--- config.mk ---
export PLATFORM = sky130hd
export DESIGN_NAME = semafor_auto_dir_flat
export DESIGN_NICKNAME = d
export VERILOG_FILES = /design/src/rtl/semafor_auto_dir_if.sv /design/src/rtl/semafor_auto_dir.sv /design/src/flat_wrapper.sv
export SDC_FILE = /design/constraint.sdc
export NUM_CORES = 1
export LEC_CHECK = 0
export CAP_MARGIN = 25
export CORE_ASPECT_RATIO = 1.5
export CORE_MARGIN = 5
export CORE_UTILIZATION = 65
export CTS_CLUSTER_DIAMETER = 120
export DETAILED_ROUTE_END_ITERATION = 8
export DONT_BUFFER_PORTS = 1
export GPL_TIMING_DRIVEN = 0
export PLACE_DENSITY = 0.9
export SYNTH_ARGS = -nofsm -noshare
export SYNTH_HDL_FRONTEND = slang
export SYNTH_SLANG_ARGS = --single-unit
--- constraint.sdc ---
create_clock -name clk -period 4.92 [get_ports clk]
set_clock_uncertainty 0.2 [all_clocks]
set_input_delay 0.738 -clock clk [delete_from_list [all_inputs] [get_ports clk]]
set_output_delay 0.738 -clock clk [all_outputs]
set_load 0.01 [all_outputs]
--- src/rtl/semafor_auto_dir_if.sv ---
// Enable/clear/done handshake between the general FSM (master) and one
// per-approach light controller (slave).
interface semafor_auto_dir_if;
  logic enable;
  logic clear;
  logic done;

  modport master (output enable, output clear, input done);
  modport slave  (input enable, input clear, output done);
endinterface

--- src/rtl/semafor_auto_dir.sv ---
// Per-approach vehicle light controller: green -> yellow -> red/done on
// enable, held until clear; service forces blinking yellow.
module semafor_auto_dir #(
  parameter int SECUNDE_VERDE  = 25,
  parameter int SECUNDE_GALBEN = 3,
  parameter int DIV_FACTOR_SEC = 10000000
) (
  input  logic                clk,
  input  logic                rst_n,
  semafor_auto_dir_if.slave   hs,
  input  logic                service,
  output logic                verde,
  output logic                galben,
  output logic                rosu
);

  localparam int PW = (DIV_FACTOR_SEC > 2) ? $clog2(DIV_FACTOR_SEC) : 1;
  localparam logic [PW-1:0] PRESC_MAX  = PW'(DIV_FACTOR_SEC - 1);
  localparam logic [PW-1:0] PRESC_HALF = PW'(DIV_FACTOR_SEC / 2);
  localparam logic [7:0]    SEC_V_LAST = 8'(SECUNDE_VERDE - 1);
  localparam logic [7:0]    SEC_G_LAST = 8'(SECUNDE_GALBEN - 1);

  typedef enum logic [2:0] {
    S_IDLE    = 3'd0,
    S_VERDE   = 3'd1,
    S_GALBEN  = 3'd2,
    S_DONE    = 3'd3,
    S_SERVICE = 3'd4
  } state_t;

  state_t        r_state;
  state_t        w_next;
  logic [PW-1:0] r_presc;
  logic [7:0]    r_sec;
  logic          w_sec_tick;
  logic          w_enter;
  logic          w_done;

  assign w_sec_tick = (r_presc == PRESC_MAX);
  // Any state change restarts the timebase so every phase gets full seconds
  // and the service blink always starts in its "on" half.
  assign w_enter    = (w_next != r_state);

  // Next-state: service > clear > enable > timing.
  always_comb begin
    w_next = r_state;
    if (service) begin
      w_next = S_SERVICE;
    end else if (r_state == S_SERVICE) begin
      w_next = S_IDLE;
    end else if (hs.clear) begin
      w_next = S_IDLE;
    end else begin
      unique case (r_state)
        S_IDLE:   if (hs.enable) w_next = S_VERDE;
        S_VERDE:  if (w_sec_tick && r_sec == SEC_V_LAST) w_next = S_GALBEN;
        S_GALBEN: if (w_sec_tick && r_sec == SEC_G_LAST) w_next = S_DONE;
        S_DONE:   w_next = S_DONE;
        default:  w_next = S_IDLE;
      endcase
    end
  end

  // State register.
  always_ff @(posedge clk or negedge rst_n) begin
    if (!rst_n) r_state <= S_IDLE;
    else        r_state <= w_next;
  end

  // Prescaler and seconds counter; seconds only matter in timed phases, so
  // they are frozen elsewhere to avoid meaningless wrap in long DONE/SERVICE.
  always_ff @(posedge clk or negedge rst_n) begin
    if (!rst_n) begin
      r_presc <= '0;
      r_sec   <= '0;
    end else if (w_enter) begin
      r_presc <= '0;
      r_sec   <= '0;
    end else begin
      r_presc <= w_sec_tick ? '0 : r_presc + 1'b1;
      if (w_sec_tick && (r_state == S_VERDE || r_state == S_GALBEN))
        r_sec <= r_sec + 8'd1;
    end
  end

  // Lamp/done decode from registered state and prescaler only.
  always_comb begin
    verde  = 1'b0;
    galben = 1'b0;
    rosu   = 1'b0;
    w_done = 1'b0;
    unique case (r_state)
      S_IDLE:    rosu = 1'b1;
      S_VERDE:   verde = 1'b1;
      S_GALBEN:  galben = 1'b1;
      S_DONE: begin
        rosu   = 1'b1;
        w_done = 1'b1;
      end
      S_SERVICE: galben = (r_presc < PRESC_HALF);
      default:   rosu = 1'b1;
    endcase
  end

  assign hs.done = w_done;

endmodule

--- src/flat_wrapper.sv ---
// flat-port wrapper written by rule: the top's interface ports become plain ports
module semafor_auto_dir_flat 
#(
  parameter int SECUNDE_VERDE  = 25,
  parameter int SECUNDE_GALBEN = 3,
  parameter int DIV_FACTOR_SEC = 10000000
)
  (clk, rst_n, service, verde, galben, rosu, hs_enable, hs_clear, hs_done);
  semafor_auto_dir_if hs_i ();
  input  logic clk;
  input  logic rst_n;
  input  logic service;
  output logic verde;
  output logic galben;
  output logic rosu;
  input wire logic [$bits(hs_i.enable)-1:0] hs_enable;
  input wire logic [$bits(hs_i.clear)-1:0] hs_clear;
  output wire logic [$bits(hs_i.done)-1:0] hs_done;
  assign hs_i.enable = hs_enable;
  assign hs_i.clear = hs_clear;
  assign hs_done = hs_i.done;
  semafor_auto_dir #(.SECUNDE_VERDE(SECUNDE_VERDE), .SECUNDE_GALBEN(SECUNDE_GALBEN), .DIV_FACTOR_SEC(DIV_FACTOR_SEC)) u_core (.clk(clk), .rst_n(rst_n), .hs(hs_i), .service(service), .verde(verde), .galben(galben), .rosu(rosu));
endmodule
Fig. 1: signal wires on met1
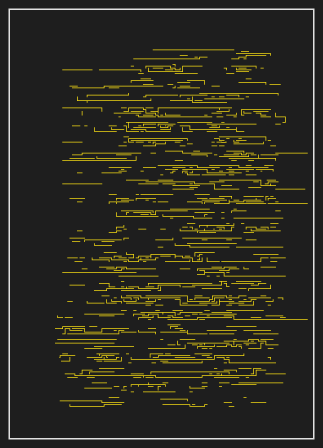
The wires run mostly horizontal. 233 nets have wire on it. The layer holds 42% of the routed length. The longest straight run is 15.6 microns. The layer carries 1900 microns of wire.
total via count after detailed routing: 1725
Total Wirelength: 4500 microns

Fig. 2: where the registers sit
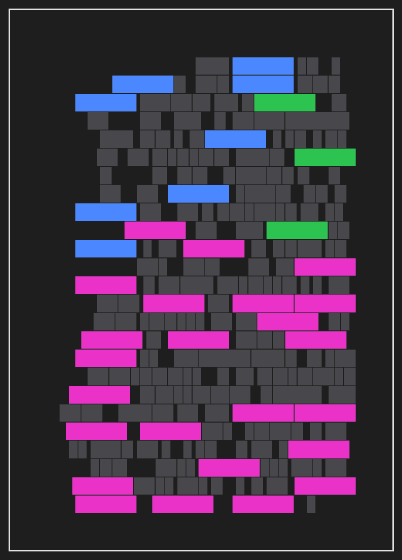
Blue stands for u_core.r_sec, placed flops 8. Magenta stands for u_core.r_presc, placed flops 24. Green stands for u_core.r_state, placed flops 3.
Seq area share: 38.0%
Post-Route Utilization: 73.0%
power drawn by the sequential cells: 0.000292 W
area taken by flip-flops and latches: 876 sq um

==> results.md <==
| Result | Value |
|---|---|
| Top delay family on crit path | AND-OR/OR-AND gates |
| Number of CTS-inserted buffers | 5 |
| Crit path setup slack, layout | 1900 ps |
| Fraction of synthesis flops using an asynchronous set or reset pin | 100% |
| R2R setup slack | 2170 ps |
| Register containing the most flip-flops in the final layout | u_core.r_presc |
| Vias in the first global route | 1677 |
| Area share of and/or/nand/nor cells after synthesis | 27.8% |
| Count of flip-flops with a built-in enable after synthesis | 0 |
| Highest routed layer | met4 |
| Power Dens Cells | 233 nW/um^2 |
| Largest register FFs | 24 |
| Routed wl met2 | 2290 microns |
| End of the worst register-to-register path | u_core.r_sec[6]$_DFFE_PN0P_ |
| Biggest area consumer among synthesized cells | sky130_fd_sc_hd__dfrtp_1 |
| Clock root buffer | sky130_fd_sc_hd__clkbuf_8 |
| Floorplan net count | 243 |
| Area of the core | 3160 sq um |
| Core utilization before placement | 68.0% |
| Worst path depth | 6 |
| Number of clock sinks seen by CTS | 35 |
| Share of post-route cells with drive strength above 1 | 11.2% |
| Most frequent standard cell in the layout excluding fill and tap cells | sky130_fd_sc_hd__dfrtp_1 |
| Total global-route track usage | 22.4% |
| Max Slew Vio Count | 0 |
| Dominant logic cell types in the final layout | sky130_fd_sc_hd__dfrtp_1, sky130_fd_sc_hd__nor2_1, sky130_fd_sc_hd__xnor2_1, sky130_fd_sc_hd__nor3_1 |
| DRC marker count from the first detailed-route iteration | 150 |
| Nature of the critical path startpoint | flip-flop |
| Most utilized layer in the global route result | met2 |
| Non-Filler Cell Area, Final | 2310 sq um |
| Worst slew margin relative to its limit | 56.2% |
| Clock-pin slew on the worst setup and hold paths | 70 ps |
| TNS Setup | 0 ps |
| Type of element capturing the critical path | primary output |
| Area fraction in mux cells | 0.931% |
| Top Registers | u_core.r_presc (24), u_core.r_sec (8), u_core.r_state (3) |
| Clock Path Buffers | 2 |
| Largest fanout on the critical path | 6 |
| Worst setup timing slack at the placement stage | 2210 ps |
| Total placed cells including tap cells | 274 |
| First-pass GRT wire length | 7870 microns |
| Length in cells of the worst reg-to-reg path | 7 |
| Ranking of synthesized cells by instance count | sky130_fd_sc_hd__dfrtp_1, sky130_fd_sc_hd__nor2_1, sky130_fd_sc_hd__xnor2_1 |
| Power Total | 0.000538 W |
| Level count of the clock H-tree | 2 |
| Share of Yosys cell area claimed by the top area cell type | 40.7% |
| Final non-filler cell total | 282 |
| Post-layout net count | 251 |
| Register bit count reported by yosys | 35 |
| Met3 capacity usage during global routing | 4.82% |
| Total global routing overflow | 0 |
| Worst path max stage delay | 580 ps |
| Top-count cell post-synth | sky130_fd_sc_hd__dfrtp_1 |
| Worst setup endpoint | galben |
| Max-Cap Viols | 0 |
| Latest clock arrival within the worst-skew pair | 290 ps |
| TritonCTS clock tree | yes |
| Routed met3 length | 174 microns |
| Cell Area, Synth | 2150 sq um |
| Die boundary height | 80.4 microns |
| Most instantiated flip-flop cell in the synthesis netlist | sky130_fd_sc_hd__dfrtp_1 |
| Horizontal die size | 57.0 microns |
| Filler Cell Count | 227 |
| Sum of buffers and inverters on the critical path | 1 |
| Compound-gate portion of the synthesized area | 10.7% |
| Detailed-routing wirelength on met1 | 1900 microns |
| Worst min-delay path class | in -> async |
| Tool warnings | 28 |
| Global-route track usage on met2 | 37.2% |
| FMAX | 332 MHz |
| Number of failing setup endpoints in the final timing report | 0 |
| Synth Seq Share | 40.7% |
| DR pass1 iterations | 4 |
| Leakage dissipation | 0.838 nW |
| CP cell instances | buf_2 -> a211oi_1 -> o31ai_1 -> a2111oi_0 -> o211ai_1 -> o21ai_0 |
| Required @ worst endpoint | 3980 ps |
| Cell types with the largest area share after synthesis | sky130_fd_sc_hd__dfrtp_1, sky130_fd_sc_hd__xnor2_1, sky130_fd_sc_hd__nor2_1 |
| Detailed placer's ending HPWL | 3080 microns |
| Vias/cell | 6.12 |
| Io pins | 9 |
| Hold Worst Slack | 73.3 ps |
| Launch point of the critical path | u_core.r_presc[10]$_DFF_PN0_ |
| Top logic family | simple AND/OR/NAND/NOR gates |
| Total of cells resized after clock tree synthesis | 0 |
| Syn_area_per_cell | 9.19 sq um |
| Minimum clock period after layout | 3020 ps |
| Number of design rule violations left after detail routing | 0 |
| Number of unique standard cell types used by synthesis | 42 |
| Period utilization | 61.3% |
| Type of the worst setup path | reg -> out |
| Chip area | 4580 sq um |
| Global Route met1 Usage | 27.5% |
| Instance area at placement | 2200 sq um |
| Antenna cells | 0 |
| Outcome | completed |
| Detail Route Antenna Nets | 0 |
| Unrepaired setup endpoints after global routing | no |
| Maximum number of pins on one net before global-route repair | 36 |
| Maximum resistive drop on vdd | 0.000218 V |
| Gate count after technology mapping | 234 |
| Post-CTS Setup Inserts | 0 |
| Slowest cell on the critical path | sky130_fd_sc_hd__a2111oi_0 |
| Launching point of the worst reg2reg path | u_core.r_presc[0]$_DFF_PN0_ |
| Antenna violations before repair | 0 |
| Cell count in the Yosys report | 234 |
| Layout overhead on the synthesized area | 7.33% |
| Mean routed wirelength per cell | 16.0 microns |
| Final weighted congestion in routability-driven placement | 0.847 |
| Adder-cell area share of the yosys netlist | 2.33% |
| Synth warn | 0 |
| Row Count | 25 |
| Least-Margin Pin Slew | 652 ps |
| Final hold violation count | 0 |
| Port bufs | 0 |
| Chip area estimate from yosys synthesis | 2150 sq um |
| Post-cts hold-fix buffer tally | 1 |
| Area fraction in xor and xnor cells | 12.6% |
| Worst path arrival time | 2080 ps |
layout make-up:
cell class              instances  area (sq um)  share of cell area (%)
plain buffers                  11          62.6                    2.71
clock buffers                   6          82.6                    3.58
clock inverters                 1          5.00                   0.217
inverters                      11          41.3                    1.79
multi-input cells             177          1170                    50.7
flip-flops and latches         35           876                    38.0
well taps                      40          50.0                    2.17
repair buffers                  1          20.0                   0.868
logic make-up (layout without fill, tap and decap cells):
kind of cell	count (synthesis)	count (layout)
xor gates and xnor gates	31	31
buffers and inverters	22	30
adders and majority gates	4	4
and+or+nand+nor	110	110
AOI/OAI and AO/OA	30	30
muxes	2	2
DFF	35	35
power breakdown:
group	leakage [nW]	internal [W]	switching, W
clock	0.0470	0.000110	0.000101
combinational	0.306	0.0000109	0.0000243
sequential	0.485	0.000290	0.00000214
Power and IR drop assume default switching activity.
